Design multicycle_control, sky130hd; sources not shown.
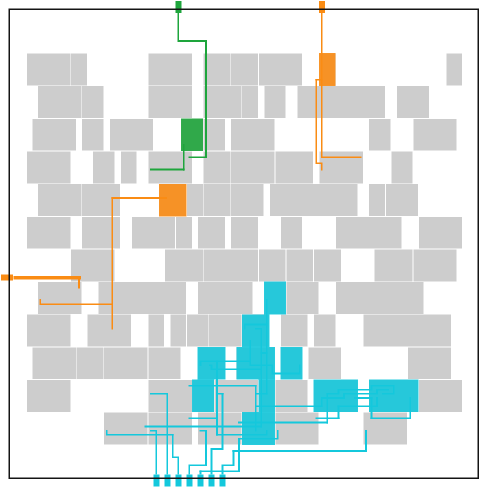
*Port wiring*
Scale: 12 px per um.
- cyan: opcode (bits 7; direction input; end cells 10; wire 174 um)
- orange: ALUSrcB (bits 2; direction output; end cells 2; wire 51.5 um)
- green: MemtoReg (bits 1; direction output; end cells 1; wire 20.5 um)
port bufs: 32
Ports: 34

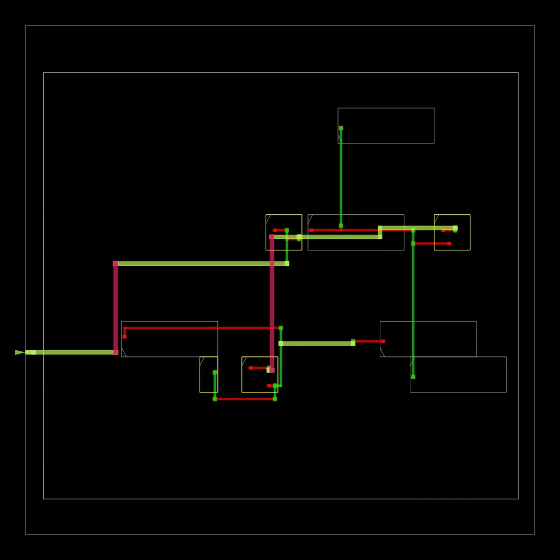
*The clock network*
Flops: 5
clock buf count: 4
Clk Latency, worst-skew pair: 0.25 ns

==> results_slide.txt <==
Run Summary

Status
  • Outcome: complete, no violations

CTS
  • CTS tree: done
  • Clock sink count: 5
  • H-tree Lvls: 1

Synthesis
  • AO/OA Area Share: 23.8%
  • Synth Flop Type: dfxtp_1
  • Yosys Instances: 68
  • Count leader, synth: nand2b_1
  • Synth flops: 5
  • Post-synth EDFFs: 0
  • Synthesized area: 505 sq um
  • Yosys stat area: 505 sq um
  • Floorplan Nets: 82

Timing
  • Max Freq: 253 MHz
  • Total negative slack: 0 ns
  • Final setup fails: 0
  • Crit path time final: 3.95 ns

Global route
  • Gr usage total: 23.8%
  • M1 GR Usage: 28.1%

Floorplanning
  • Chip width: 39.0 um
  • Tap Cells: 14
  • Die H: 39.0 um

Route
  • Metal2 WL: 746 um
  • WL/cell: 14.0 um

Setup path
  • Worst R2R Path Depth: 3
  • WP depth: 4
  • Worst Path Required: 3.24 ns

Final layout
  • Reg area: 100 sq um
  • Design Area, Final: 847 sq um
  • Non-filler cells in the finished layout: 113
  • Top cells excl fill/tap: clkdlybuf4s50_1 (32), nand2b_1 (6), nor3_1 (5), dfxtp_1 (5)
  • Largest class: logic gates
  • Final #Nets: 114
  • ClkCell Share: 3.10%
  • Number of antenna diodes: 0
  • Flop share of the area: 11.8%

Power and ir drop
  • Leak Pwr: 0.000314 uW
  • Sw frac: 45.1%
  • Power density over the cells: 427 nW/um^2
  • Logic pwr share: 61.0%
  • Clk power: 57.1 uW
  • Reported net switching power: 163 uW

Place
  • Placed cell areas: 821 sq um

Hold path
  • Hold Path Depth: 2
Power and IR drop assume default switching activity.
